--- config.mk ---
export PLATFORM = sky130hd
export DESIGN_NAME = tdm_demux16
export DESIGN_NICKNAME = d
export VERILOG_FILES = /design/src/rtl/tdm_demux16_pkg.sv /design/src/rtl/tdm_slot_ctrl.sv /design/src/rtl/tdm_demux16.sv
export SDC_FILE = /design/constraint.sdc
export NUM_CORES = 1
export LEC_CHECK = 0
export ABC_CLOCK_PERIOD_IN_PS = 4580
export CAP_MARGIN = 20
export CORE_MARGIN = 1
export CORE_UTILIZATION = 50
export CTS_BUF_LIST = sky130_fd_sc_hd__clkbuf_2 sky130_fd_sc_hd__clkbuf_4 sky130_fd_sc_hd__clkbuf_8
export DETAILED_ROUTE_END_ITERATION = 10
export HOLD_SLACK_MARGIN = 0.15
export PLACE_DENSITY = 0.84
export SLEW_MARGIN = 25
export SYNTH_ARGS = -nofsm -noshare
export SYNTH_HDL_FRONTEND = slang
export SYNTH_HIERARCHICAL = 1
export SYNTH_SLANG_ARGS = --single-unit
--- constraint.sdc ---
create_clock -name clk -period 4.58 [get_ports clk]
set_input_delay 0.916 -clock clk [delete_from_list [all_inputs] [get_ports clk]]
set_output_delay 0.916 -clock clk [all_outputs]
set_load 0.05 [all_outputs]
--- src/rtl/tdm_demux16_pkg.sv ---
// Shared constants and state type for the 16-lane TDM receive path.
package tdm_demux16_pkg;

  localparam int unsigned LANES  = 16;
  localparam int unsigned SLOT_W = 4;

  typedef enum logic {
    FILL = 1'b0,
    FULL = 1'b1
  } state_e;

  function automatic logic [LANES-1:0] slot_onehot(input logic [SLOT_W-1:0] s);
    slot_onehot    = '0;
    slot_onehot[s] = 1'b1;
  endfunction

endpackage

--- src/rtl/tdm_slot_ctrl.sv ---
// Slot tracking, sync handling and frame handshake for the TDM demux;
// emits a one-hot lane write-enable for the lane register bank.
module tdm_slot_ctrl
  import tdm_demux16_pkg::*;
(
  input  logic              clk,
  input  logic              rst_n,
  input  logic              in_valid,
  input  logic              in_sync,
  input  logic              frame_ready,
  output logic              in_ready,
  output logic              frame_valid,
  output logic [SLOT_W-1:0] slot,
  output logic              sync_err,
  output logic [LANES-1:0]  lane_we
);

  state_e            r_state, w_state_nxt;
  logic [SLOT_W-1:0] r_slot, w_slot_nxt;
  logic              r_sync_err, w_sync_err_nxt;

  always_ff @(posedge clk or negedge rst_n) begin
    if (!rst_n) begin
      r_state    <= FILL;
      r_slot     <= '0;
      r_sync_err <= 1'b0;
    end else begin
      r_state    <= w_state_nxt;
      r_slot     <= w_slot_nxt;
      r_sync_err <= w_sync_err_nxt;
    end
  end

  always_comb begin
    w_state_nxt    = r_state;
    w_slot_nxt     = r_slot;
    w_sync_err_nxt = 1'b0;
    lane_we        = '0;
    in_ready       = 1'b0;
    frame_valid    = 1'b0;
    case (r_state)
      FILL: begin
        in_ready = 1'b1;
        if (in_valid) begin
          if (in_sync) begin
            // Resync always lands on lane 0; stale lanes get overwritten as the frame refills.
            lane_we        = slot_onehot('0);
            w_slot_nxt     = SLOT_W'(1);
            w_sync_err_nxt = (r_slot != '0);
          end else begin
            lane_we    = slot_onehot(r_slot);
            w_slot_nxt = r_slot + SLOT_W'(1);
            if (r_slot == '1) w_state_nxt = FULL;
          end
        end
      end
      FULL: begin
        frame_valid = 1'b1;
        if (frame_ready) w_state_nxt = FILL;
      end
    endcase
  end

  assign slot     = r_slot;
  assign sync_err = r_sync_err;

endmodule

--- src/rtl/tdm_demux16.sv ---
// Receive end of a 16-lane TDM link: rebuilds parallel lanes from the
// serialized word stream and presents each frame with valid/ready.
module tdm_demux16
  import tdm_demux16_pkg::*;
#(
  parameter int unsigned SIZE = 1
) (
  input  logic              clk,
  input  logic              rst_n,
  input  logic [SIZE-1:0]   in_data,
  input  logic              in_valid,
  input  logic              in_sync,
  output logic              in_ready,
  output logic [SIZE-1:0]   out0,
  output logic [SIZE-1:0]   out1,
  output logic [SIZE-1:0]   out2,
  output logic [SIZE-1:0]   out3,
  output logic [SIZE-1:0]   out4,
  output logic [SIZE-1:0]   out5,
  output logic [SIZE-1:0]   out6,
  output logic [SIZE-1:0]   out7,
  output logic [SIZE-1:0]   out8,
  output logic [SIZE-1:0]   out9,
  output logic [SIZE-1:0]   out10,
  output logic [SIZE-1:0]   out11,
  output logic [SIZE-1:0]   out12,
  output logic [SIZE-1:0]   out13,
  output logic [SIZE-1:0]   out14,
  output logic [SIZE-1:0]   out15,
  output logic              frame_valid,
  input  logic              frame_ready,
  output logic [SLOT_W-1:0] slot,
  output logic              sync_err
);

  logic [LANES-1:0] w_lane_we;
  logic [SIZE-1:0]  r_lane [LANES];

  tdm_slot_ctrl u_ctrl (
    .clk         (clk),
    .rst_n       (rst_n),
    .in_valid    (in_valid),
    .in_sync     (in_sync),
    .frame_ready (frame_ready),
    .in_ready    (in_ready),
    .frame_valid (frame_valid),
    .slot        (slot),
    .sync_err    (sync_err),
    .lane_we     (w_lane_we)
  );

  // Lane bank: the inverse of the sender's mux16 select decode.
  always_ff @(posedge clk or negedge rst_n) begin
    if (!rst_n) begin
      for (int unsigned i = 0; i < LANES; i++) r_lane[i] <= '0;
    end else begin
      for (int unsigned i = 0; i < LANES; i++)
        if (w_lane_we[i]) r_lane[i] <= in_data;
    end
  end

  assign out0  = r_lane[0];
  assign out1  = r_lane[1];
  assign out2  = r_lane[2];
  assign out3  = r_lane[3];
  assign out4  = r_lane[4];
  assign out5  = r_lane[5];
  assign out6  = r_lane[6];
  assign out7  = r_lane[7];
  assign out8  = r_lane[8];
  assign out9  = r_lane[9];
  assign out10 = r_lane[10];
  assign out11 = r_lane[11];
  assign out12 = r_lane[12];
  assign out13 = r_lane[13];
  assign out14 = r_lane[14];
  assign out15 = r_lane[15];

endmodule

==> images/m2.png <==
Drawn at 8 px/micron. Cells faint in the background.
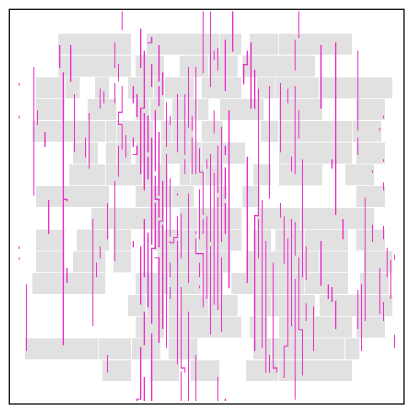
109 nets have wire on it. The longest straight run is 34.0 microns.
routed via count: 761
met2 Use GR: 0.317
final wirelength: 2160 microns

==> images/placed.png <==
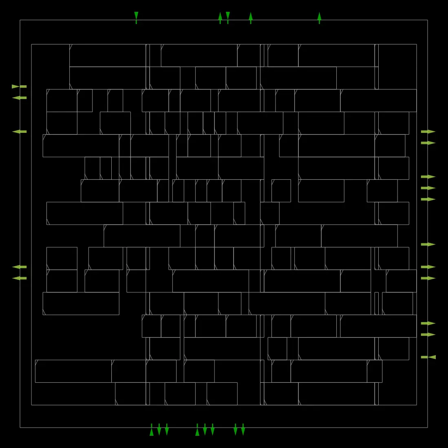
Flops: 22
fin util: 0.707

==> images/pinout.png <==
Drawn at 10 px/micron. Pins as bars across the die edge, other pins in grey.
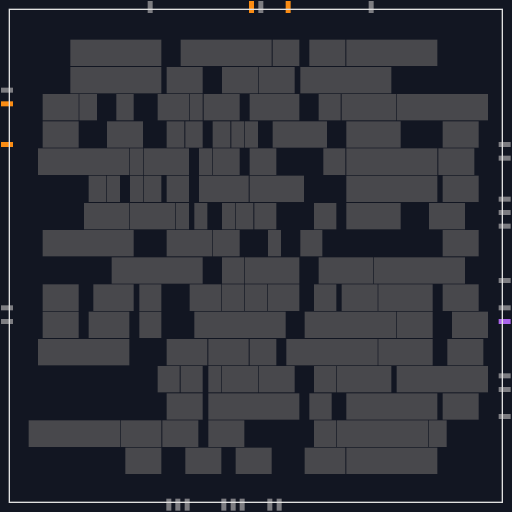
Key: out9 = purple [pins 1, direction output, edge east]; slot = orange [pins 4, direction output, edge 2 west, 2 north]
All pins by edge: 11 east, 8 south, 5 west, 5 north.
I/O Buffers: 28
die width: 49.2 microns
die y size: 49.2 microns

==> images/floorplan.png <==
Drawn at 10 px/micron. Pins as bars on the die edge. Tap cells in grey.
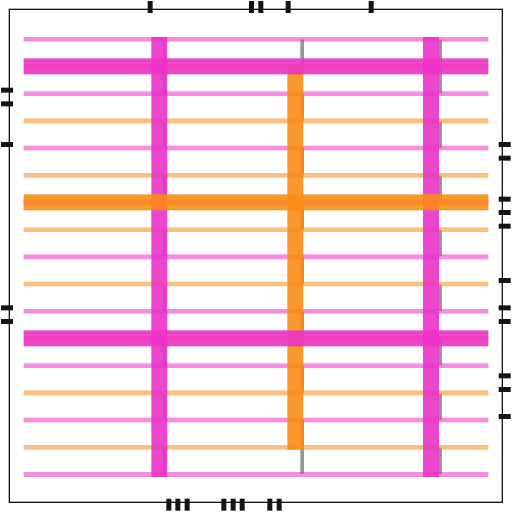
Key: VSS = magenta; VDD = orange
3 straps on met4. The core has 16 rows. 3 straps on met5.
Core ar.: 0.00202 sq mm
VDD IR max: 0.300 mV

[cell usage after synthesis]
cell type and count:
buf_2 1, a211oi_1 1, inv_1 4, or3b_1 1, nand3_1 1, ha_1 4
nor3_2 1, nand2b_4 1, a21oi_1 1, mux2_2 6, nand2b_1 1, buf_6 2
nor2_1 5, o2bb2ai_1 1, mux2_4 10, nand2_1 3, o41ai_1 1, a31oi_1 1
and2_1 15, o21ai_0 5, dfrtp_1 22, nor3_1 1, or4b_1 1, nand3b_1 1
[power breakdown]
part | total [mW] | switching, mW | internal (mW)
Clock | 0.107 | 0.0581 | 0.0486
Combinational | 0.320 | 0.198 | 0.122
Sequential | 0.267 | 0.0337 | 0.233
[stage by stage]
step	instance area, sq um	cells	total power, mW
finish	1430	146	0.693
global route	1430	146	0.721
CTS	1440	146	0.698
detailed placement	1400	142	0.591
global placement	1400	142	0.585
floorplan	1110	90	0.481
[final timing paths]
check | startpoint | end | cells past startpoint
setup / recovery | u_ctrl/r_state | in_ready | 2
hold / removal | out13 | out13 | 1
setup reg to reg | u_ctrl/slot[2] | out11 | 4
hold reg to reg | out13 | out13 | 1
max in group asynchronous | rst_n | out5 | 1
min in group asynchronous | rst_n | out10 | 1
[state kept, by name (all words and copies together) (netlist names)]
signal           count
out0                 1
out1                 1
out10                1
out11                1
out12                1
out13                1
out14                1
out15                1
out2                 1
out3                 1
out4                 1
out5                 1
out6                 1
out7                 1
out8                 1
out9                 1
u_ctrl/r_state       1
u_ctrl/slot          4
u_ctrl/sync_err      1
[final cells by class]
type	instances	area, sq um
Tap cell	27	33.8
Inverter	4	15.0
Clock buffer	4	36.3
Sequential cell	22	551
Multi-Input combinational cell	61	519
Fill cell	149	592
Timing Repair Buffer	28	275
==> reports/metrics.yaml <==
logic_synthesis:
  ys_sh_simple: 0.171
  ys_cells: 90
  syn_area_per_cell_sq_um: 12.4
  xor_area_frac: 0
  top_area_frac: 0.495
  top_logic_kind: "multiplexers"
  largest_area_cell: "dfrtp_1"
  muxShareOfSynthArea: 0.196
  syn_nets: 100
  yosysWarnings: 6
place:
  routabilityCongestion: 0.742
  dp_hpwl_microns: 1500
  dpl_worst_slack_ns: 1.89
worst_hold_path:
  hold_class: "reg -> reg"
clock_network:
  clkLatencyLatePin_ns: 0.31
  ctsHtreeMaxLevel: 1
  cts_hold_buffers: 0
  postCtsSetupBuffers: 0
  cts_tree: "built"
  cts.path.max_buffers: 2
  numCtsBuffers: 3
  clock_sinks: 22
worst_setup_path:
  path_cells: "inv_1 > clkdlybuf4s50_1"
  r2r_setup_slack_ns: 2.89
  end_kind: "output port"
  start_kind: "register"
  path_buffers: 2
  critPathTopFamily: "buffers and inverters"
  critPathMaxStageDelay_ns: 0.81
  worstSetupPathType: "reg -> out"
final_layout:
  final_common_cell: "clkdlybuf4s50_1"
  drive_gt1_frac: 0.193
  fin_nets: 130
  lay_top_cells: "clkdlybuf4s50_1 (27), dfrtp_1 (22), and2_1 (15), mux2_4 (10), mux2_2 (6)"
  n_antenna_cell: 0
grt:
  antenna_found_initial: 0
  grt_max_degree: 23
  groute.usage.overall: 0.199
  grt_pass1_wl_microns: 3540
  grt_pass1_vias: 718
  grt-ovfl-total: 0
  use_met3: 0.0280
sta:
  setup_ws_ns: 1.96
  tightestPinTransition_ns: 0.522
  max_slew_margin: 0.651
  hold_viol: 0
  clock_skew_ns: 0.0102
  worst_hold_slack_ns: 0.522
  drv_slew: 0
  setup_viol: 0
  fmax_mhz: 381
routing:
  wl_met2_microns: 1060
  viasPerCell: 5.21
  wirelength_met1_microns: 1020
  drt_iter0_markers: 26
  top_layer_used: "met4"
  detail-route-antenna-nets: 0
run:
  warning_count: 29
power_and_ir_drop:
  power_density_mw_per_mm2: 484
floorplanning:
  fp-utilization: 0.550
  io_pins: 29
run_status:
  status: "completed"
Power and IR drop assume default switching activity.
